[src/rtl/mips_multicycle_ctrl.sv]
// Multicycle MIPS control FSM plus ALU-op decoder; Moore strobes, except that PCEn in BRANCH follows zero.
// Outputs are combinational from the state and the IR fields; no backpressure, one state per clk.
module mips_multicycle_ctrl (
  input  logic       clk,
  input  logic       reset,
  input  logic [5:0] op,
  input  logic [5:0] funct,
  input  logic       zero,
  output logic [2:0] ALUcont,
  output logic       ALUSrcA,
  output logic [1:0] ALUSrcB,
  output logic       ImmZero,
  output logic       IorD,
  output logic       MemWrite,
  output logic       IRWrite,
  output logic       RegDst,
  output logic       MemtoReg,
  output logic       RegWrite,
  output logic [1:0] PCSrc,
  output logic       PCEn,
  output logic       illegal
);

  localparam logic [2:0] ALU_AND  = 3'b000;
  localparam logic [2:0] ALU_OR   = 3'b001;
  localparam logic [2:0] ALU_ADD  = 3'b010;
  localparam logic [2:0] ALU_SUB  = 3'b110;
  localparam logic [2:0] ALU_SLT  = 3'b111;

  localparam logic [5:0] OP_R    = 6'b000000;
  localparam logic [5:0] OP_LW   = 6'b100011;
  localparam logic [5:0] OP_SW   = 6'b101011;
  localparam logic [5:0] OP_BEQ  = 6'b000100;
  localparam logic [5:0] OP_BNE  = 6'b000101;
  localparam logic [5:0] OP_ADDI = 6'b001000;
  localparam logic [5:0] OP_ANDI = 6'b001100;
  localparam logic [5:0] OP_ORI  = 6'b001101;
  localparam logic [5:0] OP_SLTI = 6'b001010;
  localparam logic [5:0] OP_J    = 6'b000010;

  localparam logic [3:0] FETCH   = 4'd0;
  localparam logic [3:0] DECODE  = 4'd1;
  localparam logic [3:0] MEMADR  = 4'd2;
  localparam logic [3:0] MEMRD   = 4'd3;
  localparam logic [3:0] MEMWB   = 4'd4;
  localparam logic [3:0] MEMWR   = 4'd5;
  localparam logic [3:0] EXECUTE = 4'd6;
  localparam logic [3:0] RWB     = 4'd7;
  localparam logic [3:0] BRANCH  = 4'd8;
  localparam logic [3:0] IEXEC   = 4'd9;
  localparam logic [3:0] IWB     = 4'd10;
  localparam logic [3:0] JUMP    = 4'd11;

  logic [3:0] state;
  logic [3:0] next_state;
  logic       mem_write_d;
  logic       ir_write_d;
  logic       reg_write_d;
  logic       pc_en_d;
  logic       illegal_d;
  logic [2:0] funct_alu;
  logic       funct_ok;

  always_ff @(posedge clk) begin
    if (reset) state <= FETCH;
    else       state <= next_state;
  end

  always_comb begin
    funct_ok  = 1'b1;
    funct_alu = ALU_ADD;
    case (funct)
      6'b100000: funct_alu = ALU_ADD;
      6'b100010: funct_alu = ALU_SUB;
      6'b100100: funct_alu = ALU_AND;
      6'b100101: funct_alu = ALU_OR;
      6'b101010: funct_alu = ALU_SLT;
      default:   funct_ok  = 1'b0;
    endcase
  end

  always_comb begin
    next_state  = FETCH;
    ALUcont     = ALU_ADD;
    ALUSrcA     = 1'b0;
    ALUSrcB     = 2'b00;
    ImmZero     = 1'b0;
    IorD        = 1'b0;
    RegDst      = 1'b0;
    MemtoReg    = 1'b0;
    PCSrc       = 2'b00;
    mem_write_d = 1'b0;
    ir_write_d  = 1'b0;
    reg_write_d = 1'b0;
    pc_en_d     = 1'b0;
    illegal_d   = 1'b0;
    case (state)
      FETCH: begin
        ir_write_d = 1'b1;
        ALUSrcB    = 2'b01;
        pc_en_d    = 1'b1;
        next_state = DECODE;
      end
      DECODE: begin
        ALUSrcB = 2'b11;
        case (op)
          OP_LW, OP_SW:                      next_state = MEMADR;
          OP_R:                              next_state = EXECUTE;
          OP_BEQ, OP_BNE:                    next_state = BRANCH;
          OP_ADDI, OP_ANDI, OP_ORI, OP_SLTI: next_state = IEXEC;
          OP_J:                              next_state = JUMP;
          default:                           illegal_d  = 1'b1;
        endcase
      end
      MEMADR: begin
        ALUSrcA    = 1'b1;
        ALUSrcB    = 2'b10;
        next_state = (op == OP_LW) ? MEMRD : MEMWR;
      end
      MEMRD: begin
        IorD       = 1'b1;
        next_state = MEMWB;
      end
      MEMWB: begin
        reg_write_d = 1'b1;
        MemtoReg    = 1'b1;
      end
      MEMWR: begin
        IorD        = 1'b1;
        mem_write_d = 1'b1;
      end
      EXECUTE: begin
        ALUSrcA    = 1'b1;
        ALUcont    = funct_alu;
        illegal_d  = ~funct_ok;
        next_state = funct_ok ? RWB : FETCH;
      end
      RWB: begin
        reg_write_d = 1'b1;
        RegDst      = 1'b1;
      end
      BRANCH: begin
        ALUSrcA = 1'b1;
        ALUcont = ALU_SUB;
        PCSrc   = 2'b01;
        // bne is the only opcode reaching here besides beq
        pc_en_d = (op == OP_BNE) ? ~zero : zero;
      end
      IEXEC: begin
        ALUSrcA    = 1'b1;
        ALUSrcB    = 2'b10;
        next_state = IWB;
        case (op)
          OP_ANDI: begin ALUcont = ALU_AND; ImmZero = 1'b1; end
          OP_ORI:  begin ALUcont = ALU_OR;  ImmZero = 1'b1; end
          OP_SLTI: ALUcont = ALU_SLT;
          default: ALUcont = ALU_ADD;
        endcase
      end
      IWB: reg_write_d = 1'b1;
      JUMP: begin
        PCSrc   = 2'b10;
        pc_en_d = 1'b1;
      end
      default: next_state = FETCH;
    endcase
  end

  // Reset masks every strobe that could corrupt architectural state.
  assign MemWrite = mem_write_d & ~reset;
  assign IRWrite  = ir_write_d  & ~reset;
  assign RegWrite = reg_write_d & ~reset;
  assign PCEn     = pc_en_d     & ~reset;
  assign illegal  = illegal_d   & ~reset;

endmodule

[config.mk]
export PLATFORM = sky130hd
export DESIGN_NAME = mips_multicycle_ctrl
export DESIGN_NICKNAME = d
export VERILOG_FILES = /design/src/rtl/mips_multicycle_ctrl.sv
export SDC_FILE = /design/constraint.sdc
export NUM_CORES = 1
export LEC_CHECK = 0
export ABC_AREA = 1
export CORE_MARGIN = 2
export CORE_UTILIZATION = 40
export DETAILED_ROUTE_END_ITERATION = 12
export GPL_TIMING_DRIVEN = 0
export PLACE_DENSITY = 0.9
export SETUP_SLACK_MARGIN = 0.3
export SLEW_MARGIN = 40
export SYNTH_ARGS = -nofsm -noshare
export SYNTH_HDL_FRONTEND = slang
export SYNTH_SLANG_ARGS = --single-unit
[constraint.sdc]
create_clock -name clk -period 1.35 [get_ports clk]
set_input_delay 0.135 -clock clk [delete_from_list [all_inputs] [get_ports clk]]
set_output_delay 0.135 -clock clk [all_outputs]
set_load 0.02 [all_outputs]
==> job_summary.md <==
### Flow metrics

| Metric | Value |
|---|---|
| Mi-comb count | `94` |
| FMAX | `603 MHz` |
| Antenna diodes | `0` |
| Largest stage delay on the critical path | `0.37 ns` |
| Register area | `92.6 um^2` |
| Delay-heaviest family, CP | `simple AND/OR/NAND/NOR gates` |
| Fillers | `68` |
| Sequential cell count | `4` |
| Crit-path cells | `inv_4, nor2_4, nand2_2, nor2_4, buf_4, nand2_1, o221ai_4, buf_6` |
| Row cnt | `14` |
| CTS hold repair buffers | `0` |
| Psw | `0.238 mW` |
| Seq pwr share | `0.224` |
| Endpoints failing setup | `14` |
| R2r worst-path depth | `10` |
| VDD IR max | `0.000461 V` |
| Clock-net power | `0.162 mW` |
| Syn Area/Cell | `5.34 um^2` |
| First-pass detailed-route iteration total | `5` |
| Worst hold margin | `0.510 ns` |
| Reg with most FFs | `state` |
| Synth Net Count | `139` |
| Design area | `1390 um^2` |
| XOR Share, Synth | `0` |
| GRT busiest layer | `met2` |
| Worst path buffer plus inverter count | `3` |
| Flop share of the area | `0.0665` |
| Max reg flops | `4` |
| Worst Skew | `0.00242 ns` |
| Top cell category | `combinational gates` |
| Worst Hold Class | `input pin to flip-flop` |
| Min cycle time layout | `1.66 ns` |
| Regs by FF count | `state x4` |
| CP Launch Type | `flip-flop` |
| GRT met3 Usage | `0.0327` |
| Internal power | `0.337 mW` |
| M2 GR Usage | `0.649` |
| Final worst slack | `-0.309 ns` |
| Fp_density | `0.434` |
| Die ar. | `2000 um^2` |
| Setup repair after global routing missed its margin | `true` |
| First-iteration detailed-routing DRC count | `77` |
| Largest logic family | `simple AND/OR/NAND/NOR gates` |
| Slowest CP cell | `dfxtp_4` |
| First-pass GRT wire length | `5.02 mm` |
| Worst-path clk slew | `0.04 ns` |
| Initial antenna violation count | `0` |
| TritonCTS clock tree | `done` |
| Num CTS Buffers | `3` |
| Status | `finished with violations` |
| Final net count | `192` |
| Total placed cells including tap cells | `171` |
| Top power group | `combinational cells` |
| Pwr Total | `0.576 mW` |
| Comb area | `696 um^2` |
| WHS Path Cells | `2` |
| Max Slew Vio Count | `0` |
| Clock buf count | `3` |
| Worst EP required | `1.22 ns` |
| Yosys cell count | `124` |
| Post-Syn Instances | `124` |
| Actual slew at the worst max-slew pin | `0.461 ns` |
| Pin count of the biggest net entering global routing | `8` |
| Setup crit end kind | `primary output` |
| Finished Layout Cells | `191` |
| End of the worst register-to-register path | `state[1]` |
| Logic inverters | `26` |
| HPWL Detailed | `1.73 mm` |
| Comb. pwr | `0.285 mW` |
| Worst Path Arrival | `1.52 ns` |
| Tot GR Track Use | `0.349` |
| Aggregate negative setup slack | `-2.17 ns` |
| Failing checks | `negative setup slack` |
| Clock sink count | `4` |
| Top Metal Used | `met4` |
| Setup CP Type | `flip-flop to primary output` |
| Final hold vios | `0` |
| PostCTS Resize Cnt | `138` |
| Post-synth regs | `4` |
| Clock latency on the worst-skew pair | `0.25 ns` |
| Post-DRT Antenna Nets | `0` |
| CP Max Fanout | `3` |
| Grt met1 use | `0.384` |
| Most frequent cells in the layout | `17 x nor2_1, 17 x inv_1, 17 x buf_6, 17 x buf_4, 13 x nand2_1` |
| Min-delay src | `reset` |
| Drt drc | `0` |
| Fin util | `0.913` |
| Cell Type Count | `22` |
| Yosys stat chip area | `662 um^2` |
| Net Sw Frac | `0.414` |
| Met3 WL post-DR | `353 um` |
| DR WL met2 | `1.88 mm` |
| Worst slack at placement | `-0.827 ns` |
| Period utilisation layout | `1.23` |
| CP startpoint | `state[3]` |
| R2r setup slk | `0.01 ns` |
| Worst path depth | `8` |
| Simple Share, Synth | `0.592` |
| Synthesized cell area | `662 um^2` |
| Pleak | `0.670 nW` |
| Combinational share of cell area | `0.500` |
| Yosys warns | `0` |
| Core ar. | `1520 um^2` |
| Area Growth Syn to Fin | `110%` |
| Adder share | `0` |
| Worst-case clock buffer depth | `2` |
| Log Warnings | `29` |
| Grt total ovfl | `0` |
| Final clock-cell share | `0.0162` |
| Gp weighted congestion | `0.845` |
| Htree depth | `1` |
| R2R Path Start | `state[0]` |
| M1 WL | `1.33 mm` |
| Vias in the first global route | `1066` |
| Synth Seq Share | `0.121` |
| Maxcap violations | `0` |
| WHS Endpoint | `state[0]` |
| End of the critical path | `ALUcont[0]` |
| Clk root buf | `clkbuf_4` |
| Comb pwr share | `0.495` |
Yosys cell counts:
master | number | area share
nand3b_1 | 1 | 0.011
nor2_1 | 26 | 0.15
nor2_2 | 6 | 0.057
nand4_1 | 3 | 0.028
o22ai_1 | 1 | 0.0095
nor2_4 | 2 | 0.034
o21ai_0 | 2 | 0.015
dfxtp_1 | 4 | 0.12
a21oi_1 | 6 | 0.045
inv_2 | 3 | 0.017
nand3_1 | 18 | 0.14
nor3_1 | 2 | 0.015
o21ai_2 | 1 | 0.013
o221ai_1 | 1 | 0.013
nand2_4 | 1 | 0.017
a31oi_1 | 1 | 0.0095
o221ai_2 | 1 | 0.023
nand2_1 | 18 | 0.10
nor3_4 | 1 | 0.025
nand2_2 | 2 | 0.019
inv_1 | 23 | 0.13
o211ai_1 | 1 | 0.011
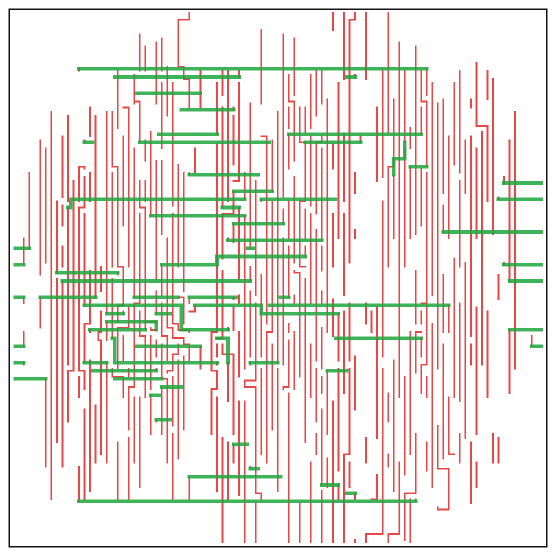
Fig. 1. Metal layers overlaid.
(12 px per um) Two of the layers only.
layer	colour	wire length
met3	green	353 um
met2	red	1880 um
final WL: 3.83 mm
routed length per instance: 20.0 um
routed via count: 1181

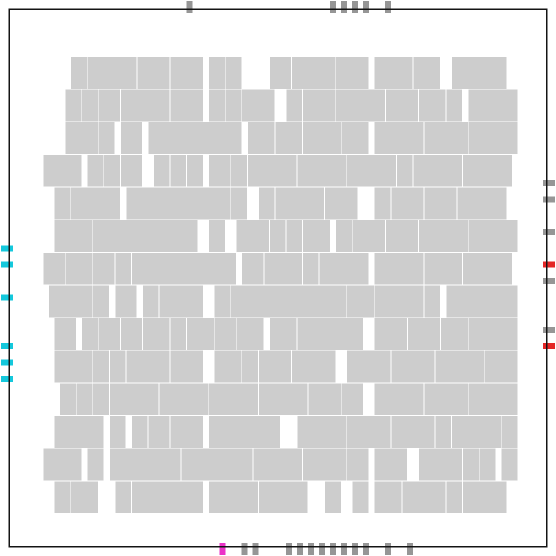
Fig. 2. Ports around the boundary.
(12 px per um) Pins as bars across the die edge, other pins in grey.
port	colour	pins	direction	edge
op	cyan	6	input	west
PCSrc	red	2	output	east
ImmZero	magenta	1	output	south
all pins by edge	13 south, 7 east, 6 north, 6 west
IO Port Bufs: 31
DIE HEIGHT: 44.7 um
Die W: 44.7 um

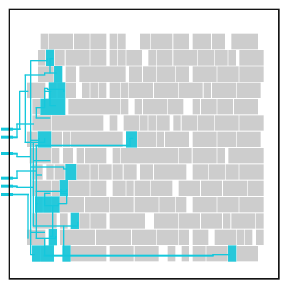
Fig. 3. Nets reached from selected ports.
(6 px per um)
port	colour	bits	direction	end cells	buffers	wire
op	cyan	6	input	18	6	245 um
I/O pins: 32

Power is estimated from default activity; no workload was simulated.
